density.png
Scale bar: 20 um. The die is cut into 9 by 11 equal tiles; white is low, dark blue is high, 0 to 100% covered.
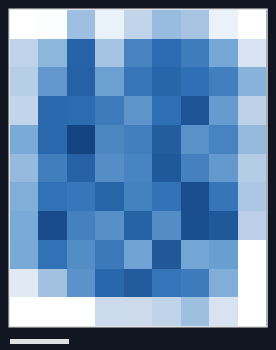
pdn.png
Scale bar: 20 um. Pins as bars on the die edge. Tap cells in grey.
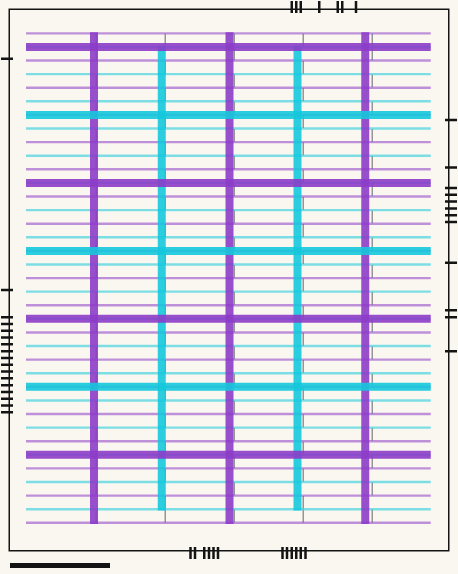
**config.mk**
```make
export PLATFORM = sky130hd
export DESIGN_NAME = uart_rx_deserializer
export DESIGN_NICKNAME = d
export VERILOG_FILES = /design/src/rtl/uart_rx_deserializer.sv
export SDC_FILE = /design/constraint.sdc
export NUM_CORES = 1
export LEC_CHECK = 0
export CORE_ASPECT_RATIO = 1.25
export CORE_MARGIN = 3
export CORE_UTILIZATION = 50
export CTS_CLUSTER_DIAMETER = 50
export DETAILED_ROUTE_END_ITERATION = 8
export GPL_TIMING_DRIVEN = 0
export HOLD_SLACK_MARGIN = 0.08
export PLACE_DENSITY = 0.74
export SYNTH_ARGS = -nofsm -noshare
export SYNTH_HDL_FRONTEND = slang
export SYNTH_SLANG_ARGS = --single-unit
```
**constraint.sdc**
```tcl
create_clock -name clk -period 2.35 [get_ports clk]
set_input_delay 0.47 -clock clk [delete_from_list [all_inputs] [get_ports clk]]
set_output_delay 0.47 -clock clk [all_outputs]
set_load 0.1 [all_outputs]
```
**src/rtl/uart_rx_deserializer.sv**
```systemverilog
// uart_rx_deserializer
//   UART receive stage. Oversamples the serial line, deserializes one frame at a time
//   (start, 5..8 data bits LSB first, optional parity, 1 or 2 stop bits) and presents the
//   word plus its error flags through a single holding register with a valid/ready
//   handshake.
//
// Ports
//   clk             system clock
//   reset           synchronous, active-low reset
//   rx              asynchronous serial line, idle high
//   cfgDivisor      clocks per oversample tick (0 behaves as 1)
//   cfgOverSampling ticks per bit: 13, anything else runs at 16
//   cfgDataType     data bits per frame 5..8, other values mean 8
//   cfgParityEnable 1 = parity bit follows the data bits
//   cfgParityType   0 = even, 1 = odd
//   cfgStopBits     2 = two stop bits, anything else means one
//   rxData          held word, unused upper bits are 0
//   rxParity        parity bit as sampled (0 when parity is disabled)
//   rxValid         holding register is full
//   rxReady         consumer takes the held word
//   parityError     parity mismatch on the held word
//   framingError    a stop bit of the held word was sampled as 0
//   breakError      the held word was a break (line low for the whole frame)
//   overrunError    a frame was dropped while the word was held
//   busy            receiver is not idle
//
// DATA_WIDTH is expected to be at least 8 so that every supported frame size fits.
module uart_rx_deserializer #(
   parameter int unsigned DATA_WIDTH = 8,
   parameter int unsigned DIV_WIDTH  = 16
) (
   input  logic                  clk,
   input  logic                  reset,
   input  logic                  rx,
   input  logic [DIV_WIDTH-1:0]  cfgDivisor,
   input  logic [4:0]            cfgOverSampling,
   input  logic [3:0]            cfgDataType,
   input  logic                  cfgParityEnable,
   input  logic                  cfgParityType,
   input  logic [1:0]            cfgStopBits,
   output logic [DATA_WIDTH-1:0] rxData,
   output logic                  rxParity,
   output logic                  rxValid,
   input  logic                  rxReady,
   output logic                  parityError,
   output logic                  framingError,
   output logic                  breakError,
   output logic                  overrunError,
   output logic                  busy
);

   typedef enum logic [2:0] {
      StIdle,
      StStart,
      StData,
      StParity,
      StStop,
      StBreakWait
   } state_e;

   // Line synchronizer and edge detect
   logic                  rx_meta_q;
   logic                  rxs_q;
   logic                  rxs_prev_q;

   // Frame state
   state_e                state_q;
   logic [DIV_WIDTH-1:0]  div_cnt_q;
   logic [DIV_WIDTH-1:0]  div_last_q;
   logic [4:0]            tick_cnt_q;
   logic [4:0]            os_q;
   logic [3:0]            nbits_q;
   logic                  par_en_q;
   logic                  par_odd_q;
   logic [1:0]            nstop_q;
   logic [3:0]            bit_idx_q;
   logic [1:0]            stop_idx_q;
   logic [DATA_WIDTH-1:0] shift_q;
   logic                  par_bit_q;
   logic                  par_err_q;
   logic                  frm_err_q;
   logic                  brk_q;
   logic                  all_zero_q;
   logic                  done_q;

   // Holding register
   logic [DATA_WIDTH-1:0] hold_data_q;
   logic                  hold_par_q;
   logic                  hold_valid_q;
   logic                  hold_perr_q;
   logic                  hold_ferr_q;
   logic                  hold_berr_q;
   logic                  hold_ovr_q;

   // Decoded configuration, only consumed at the start edge
   logic [DIV_WIDTH-1:0]  cfg_div_last;
   logic [4:0]            cfg_os;
   logic [3:0]            cfg_nbits;
   logic [1:0]            cfg_nstop;

   logic                  start_det;
   logic                  tick;
   logic                  half_pt;
   logic                  full_pt;
   logic                  exp_parity;

   assign cfg_div_last = (cfgDivisor == '0) ? '0 : cfgDivisor - DIV_WIDTH'(1);
   assign cfg_os       = (cfgOverSampling == 5'd13) ? 5'd13 : 5'd16;
   assign cfg_nbits    = (cfgDataType >= 4'd5 && cfgDataType <= 4'd8) ? cfgDataType : 4'd8;
   assign cfg_nstop    = (cfgStopBits == 2'd2) ? 2'd2 : 2'd1;

   assign start_det  = (state_q == StIdle) && rxs_prev_q && !rxs_q;
   assign tick       = (div_cnt_q == div_last_q);
   // Start bit is checked at its middle; every later bit a full bit time after that.
   assign half_pt    = (tick_cnt_q == ((os_q >> 1) - 5'd1));
   assign full_pt    = (tick_cnt_q == (os_q - 5'd1));
   // Unused upper bits of shift_q are zero, so they do not disturb the XOR.
   assign exp_parity = (^shift_q) ^ par_odd_q;

   assign busy = (state_q != StIdle);

   always_ff @(posedge clk) begin
      if (!reset) begin
         rx_meta_q  <= 1'b1;
         rxs_q      <= 1'b1;
         rxs_prev_q <= 1'b1;
         state_q    <= StIdle;
         div_cnt_q  <= '0;
         div_last_q <= '0;
         tick_cnt_q <= '0;
         os_q       <= 5'd16;
         nbits_q    <= 4'd8;
         par_en_q   <= 1'b0;
         par_odd_q  <= 1'b0;
         nstop_q    <= 2'd1;
         bit_idx_q  <= '0;
         stop_idx_q <= '0;
         shift_q    <= '0;
         par_bit_q  <= 1'b0;
         par_err_q  <= 1'b0;
         frm_err_q  <= 1'b0;
         brk_q      <= 1'b0;
         all_zero_q <= 1'b0;
         done_q     <= 1'b0;
      end else begin
         rx_meta_q  <= rx;
         rxs_q      <= rx_meta_q;
         rxs_prev_q <= rxs_q;
         done_q     <= 1'b0;

         // Restarting the divider on the start edge aligns ticks to the frame.
         if (start_det || tick) begin
            div_cnt_q <= '0;
         end else begin
            div_cnt_q <= div_cnt_q + DIV_WIDTH'(1);
         end

         case (state_q)
            StIdle: begin
               if (start_det) begin
                  state_q    <= StStart;
                  tick_cnt_q <= '0;
                  div_last_q <= cfg_div_last;
                  os_q       <= cfg_os;
                  nbits_q    <= cfg_nbits;
                  par_en_q   <= cfgParityEnable;
                  par_odd_q  <= cfgParityType;
                  nstop_q    <= cfg_nstop;
                  bit_idx_q  <= '0;
                  stop_idx_q <= '0;
                  shift_q    <= '0;
                  par_bit_q  <= 1'b0;
                  par_err_q  <= 1'b0;
                  frm_err_q  <= 1'b0;
                  brk_q      <= 1'b0;
                  all_zero_q <= 1'b1;
               end
            end

            StStart: begin
               if (tick) begin
                  if (half_pt) begin
                     tick_cnt_q <= '0;
                     // A high line at mid start bit is a glitch, not a frame.
                     state_q    <= rxs_q ? StIdle : StData;
                  end else begin
                     tick_cnt_q <= tick_cnt_q + 5'd1;
                  end
               end
            end

            StData: begin
               if (tick) begin
                  if (full_pt) begin
                     tick_cnt_q <= '0;
                     shift_q    <= shift_q | (DATA_WIDTH'(rxs_q) << bit_idx_q);
                     if (rxs_q) begin
                        all_zero_q <= 1'b0;
                     end
                     if (bit_idx_q == (nbits_q - 4'd1)) begin
                        state_q <= par_en_q ? StParity : StStop;
                     end else begin
                        bit_idx_q <= bit_idx_q + 4'd1;
                     end
                  end else begin
                     tick_cnt_q <= tick_cnt_q + 5'd1;
                  end
               end
            end

            StParity: begin
               if (tick) begin
                  if (full_pt) begin
                     tick_cnt_q <= '0;
                     par_bit_q  <= rxs_q;
                     par_err_q  <= rxs_q ^ exp_parity;
                     if (rxs_q) begin
                        all_zero_q <= 1'b0;
                     end
                     state_q <= StStop;
                  end else begin
                     tick_cnt_q <= tick_cnt_q + 5'd1;
                  end
               end
            end

            StStop: begin
               if (tick) begin
                  if (full_pt) begin
                     tick_cnt_q <= '0;
                     if (!rxs_q) begin
                        frm_err_q <= 1'b1;
                     end else begin
                        all_zero_q <= 1'b0;
                     end
                     if (stop_idx_q == (nstop_q - 2'd1)) begin
                        done_q  <= 1'b1;
                        brk_q   <= all_zero_q && !rxs_q;
                        // After a break, wait for the line to recover before
                        // looking for another start edge.
                        state_q <= (all_zero_q && !rxs_q) ? StBreakWait : StIdle;
                     end else begin
                        stop_idx_q <= stop_idx_q + 2'd1;
                     end
                  end else begin
                     tick_cnt_q <= tick_cnt_q + 5'd1;
                  end
               end
            end

            StBreakWait: begin
               if (rxs_q) begin
                  state_q <= StIdle;
               end
            end

            default: begin
               state_q <= StIdle;
            end
         endcase
      end
   end

   // Holding register: a completed frame is accepted when the register is empty or is
   // being drained in the same cycle; otherwise it is dropped and flagged as overrun.
   always_ff @(posedge clk) begin
      if (!reset) begin
         hold_data_q  <= '0;
         hold_par_q   <= 1'b0;
         hold_valid_q <= 1'b0;
         hold_perr_q  <= 1'b0;
         hold_ferr_q  <= 1'b0;
         hold_berr_q  <= 1'b0;
         hold_ovr_q   <= 1'b0;
      end else if (done_q) begin
         if (!hold_valid_q || rxReady) begin
            hold_data_q  <= shift_q;
            hold_par_q   <= par_bit_q;
            hold_valid_q <= 1'b1;
            hold_perr_q  <= par_err_q;
            hold_ferr_q  <= frm_err_q;
            hold_berr_q  <= brk_q;
            hold_ovr_q   <= 1'b0;
         end else begin
            hold_ovr_q <= 1'b1;
         end
      end else if (hold_valid_q && rxReady) begin
         hold_valid_q <= 1'b0;
         hold_perr_q  <= 1'b0;
         hold_ferr_q  <= 1'b0;
         hold_berr_q  <= 1'b0;
         hold_ovr_q   <= 1'b0;
      end
   end

   assign rxData       = hold_data_q;
   assign rxParity     = hold_par_q;
   assign rxValid      = hold_valid_q;
   assign parityError  = hold_perr_q;
   assign framingError = hold_ferr_q;
   assign breakError   = hold_berr_q;
   assign overrunError = hold_ovr_q;

endmodule

```
==> impl_metrics.yaml <==
# implementation run metrics
final_timing:
  finalHoldViolations: 0
  max-slew-margin-rel_pct: 34.49
  max_freq_ghz: 0.4191
  tightest_slew_ns: 0.9810
  setup_violations: 1
  fin_ws_ns: -0.03602
  tns_ns: -0.03602
  fin_crit_sh_pct: 101.5
  fin_skew_ns: 0.01264
  fin_crit_ns: 2.386
  fin_hold_ws_ns: 0.4186
  rsz0062_at_grt: "yes"
status:
  failed_checks: "setup timing"
  status: "complete, but fails checks"
detailed_routing:
  ant_nets: 0
  vias: 3678
  firstDrtPassIters: 4
  drc: 0
  vias_per_cell: 5.548
yosys:
  common_cells: "87 x dfxtp_1, 63 x nand2_1, 56 x nor2_1"
  yosysWarnings: 0
  synthArstFlopShare_pct: 0
  synthTopCellsByArea: "dfxtp_1 42%, xor2_1 8.0%, nand2_1 5.7%"
  yosys-stat-area_um2: 4164
  ys_types: 51
  synth-edff-count: 0
  synth_dominant_cell_count: "dfxtp_1"
  ys_cells: 501
  synthCells: 501
  ys_seq_share_pct: 41.83
  yosys_register_bits: 87
  top_area_share_pct: 41.83
  synth_top_cell_by_area: "dfxtp_1"
  ff_type: "dfxtp_1"
  synth_area_um2: 4164
min_path:
  hp-start: "rx_meta_q"
pwr:
  switchingPower_w: 0.001046
  power_density_nw_per_um2: 667.7
  combPwrFrac_pct: 23.3
  p_sw_share_pct: 30.77
  power_w: 0.003400
  seq_power_share_pct: 46.9
  intPower_w: 0.002354
grt:
  grt_pass1_vias: 3614
  track_usage_pct: 21.55
  grt-ovfl-total: 0
  grt_max_degree: 15
  antenna_found_initial: 0
run:
  maxCapViolCount: 0
  tool_warnings: 30
worst_setup_path:
  slowest_delay_ns: 0.54
  crit_chain: "inv_2, ha_4, xor2_1, or4_4, a22o_4, a2111o_1, or3_1, a21boi_1"
  crit_family: "simple AND/OR/NAND/NOR gates"
  path_buffers: 1
  rrSetupSlack_ns: -0.04
  regToRegStartpoint: "os_q[3]"
  required_ns: 2.65
  endpoint: "state_q[0]"
  ff2ff_path_depth: 8
  startpoint: "os_q[3]"
  start_kind: "register"
  cpMaxStageDelayCell: "or4_4"
  rr_endpoint: "state_q[0]"
  path_max_fanout: 5
  cp.depth: 8
placed_design:
  hpwl_mm: 7.377
  portBuffers: 47
  place_congestion: 0.8504
clocking:
  cts_tree: "done"
  clkLatencyLatePin_ns: 0.36
  clock-sinks: 87
  hold_buffers: 0
  clockRootBuffer: "clkbuf_8"
  cts_max_path_buffers: 2
  h-tree-depth: 3
  clk_pin_slew_ns: 0.09
  numCtsBuffers: 9
floorplanning:
  dieArea_um2: 9466
  io_pins: 48
  rows: 36
cells_and_area:
  drive_gt1_share_pct: 8.451
  area.growth.synth_to_final_pct: 22.30
  fin_cells: 663
  nFillCells: 701
  n_antenna_cell: 0
  fin_nets: 604
## Picture notes: density.png
fullest tile: 92%
mean over tiles: 53%
nearly empty tiles: 9.1%
tiles over 75% full: 21%
Core Box Area: 7928 um2
Init Core Util: 52.53%
final core utilization: 64.24%

## Picture notes: pdn.png
| colour | net |
|---|---|
| cyan | VDD |
| purple | VSS |
met4 straps: 5
met5 straps: 7
tap cells: 95
die height: 108.0 um
worst vdd ir: 0.5691 mV
Die X: 87.63 um

## worst min path at each step
| stage | end | depth (start not counted) |
|---|---|---|
| 6_report | rxs_q | 1 |
| 5_1_grt | os_q[4] | 1 |
| 4_1_cts | rxs_q | 1 |
| 3_5_place_dp | rxs_q | 1 |
| 3_3_place_gp | rxs_q | 1 |
| 2_1_floorplan | rxs_q | 1 |
## kinds of logic (layout without fill, tap and decap cells)
group / after synthesis / after routing / share of synthesized area, %
AND-OR/OR-AND: 98 / 98 / 14.36
AND/OR/NAND/NOR: 206 / 206 / 23.77
multiplexers: 4 / 4 / 0.9616
flip-flops: 87 / 87 / 41.83
buffers and inverters: 35 / 102 / 3.155
adder cells (fa/ha/maj): 7 / 7 / 2.103
XOR/XNOR: 64 / 64 / 13.82
## what timing repair did
action	in CTS	in global routing
resized	12	20
setup endpoints to repair	34	57
setup buffers	7	0
pin swaps	3	1
## worst register-to-register path, stage by stage, from the launching register on
cell and delay [ns]:
dfxtp_4 0.35, inv_2 0.04, ha_4 0.14, xor2_1 0.13, or4_4 0.54, a22o_4 0.24, a2111o_1 0.41, or3_1 0.33
a21boi_1 0.13
## final cells by class
type	count	area (um2)	area share (%)
repair buffers	54	528.0	10.37
plain buffers	18	73.82	1.450
clock buffers	10	127.6	2.506
well taps	95	118.9	2.334
flip-flops and latches	87	1747	34.30
clock inverters	5	60.06	1.179
inverters	15	57.56	1.130
multi-input cells	379	2380	46.73
## stage by stage
step	setup slack, ns	instance area (um2)
after floorplan	-0.01727	4185
after global placement	-0.6549	4775
after detailed placement	-0.6413	4775
after CTS	-0.02928	5042
after global routing	-0.2016	5092
final	-0.03602	5092
## flip-flops by register name (all words and copies together), names as in the netlist, 2 cells and up
name,cells
div_last_q,16
div_cnt_q,16
nbits_q,4
shift_q,8
os_q,2
rxData,8
nstop_q,2
tick_cnt_q,5
state_q,3
stop_idx_q,2
bit_idx_q,4
## layer usage
| layer | track usage, % | vias up | wire length [um] |
|---|---|---|---|
| met4 | 8.991 | 0 | 203 |
| met2 | 39.92 | 84 | 5198 |
| li1 | - | 1861 | - |
| met5 | 0 | - | 0 |
| met1 | 23.85 | 1715 | 4014 |
| met3 | 3.506 | 18 | 401 |
## power groups by stage
stage          combinational [W]  clock [W]  sequential, W
3_5_place_dp            0.000680          0        0.00163
3_3_place_gp            0.000667          0        0.00163
4_1_cts                 0.000761    0.00104        0.00159
2_1_floorplan           0.000484          0        0.00161
6_report                0.000791    0.00102        0.00159
5_1_grt                 0.000859    0.00109        0.00160
## cell usage in the layout, fill, tap and decap left out, drive strengths merged, types with 5 or more instances in the layout
cell type      synthesis  final
nor3                  13     13
nand2b                 7      7
clkbuf                18     25
nor2b                  5      5
a22oi                  5      5
o21ai                 21     21
nor2                  56     56
buf                    2     11
nor4                   9      9
nand2                 63     63
xnor2                 25     25
inv                   14     14
dfxtp                 87     87
nand3                 16     16
nand4                  6      6
ha                     7      7
xor2                  38     38
clkdlybuf4s50          0     42
or3                    7      7
a21oi                 43     43
Power and IR drop assume default switching activity.
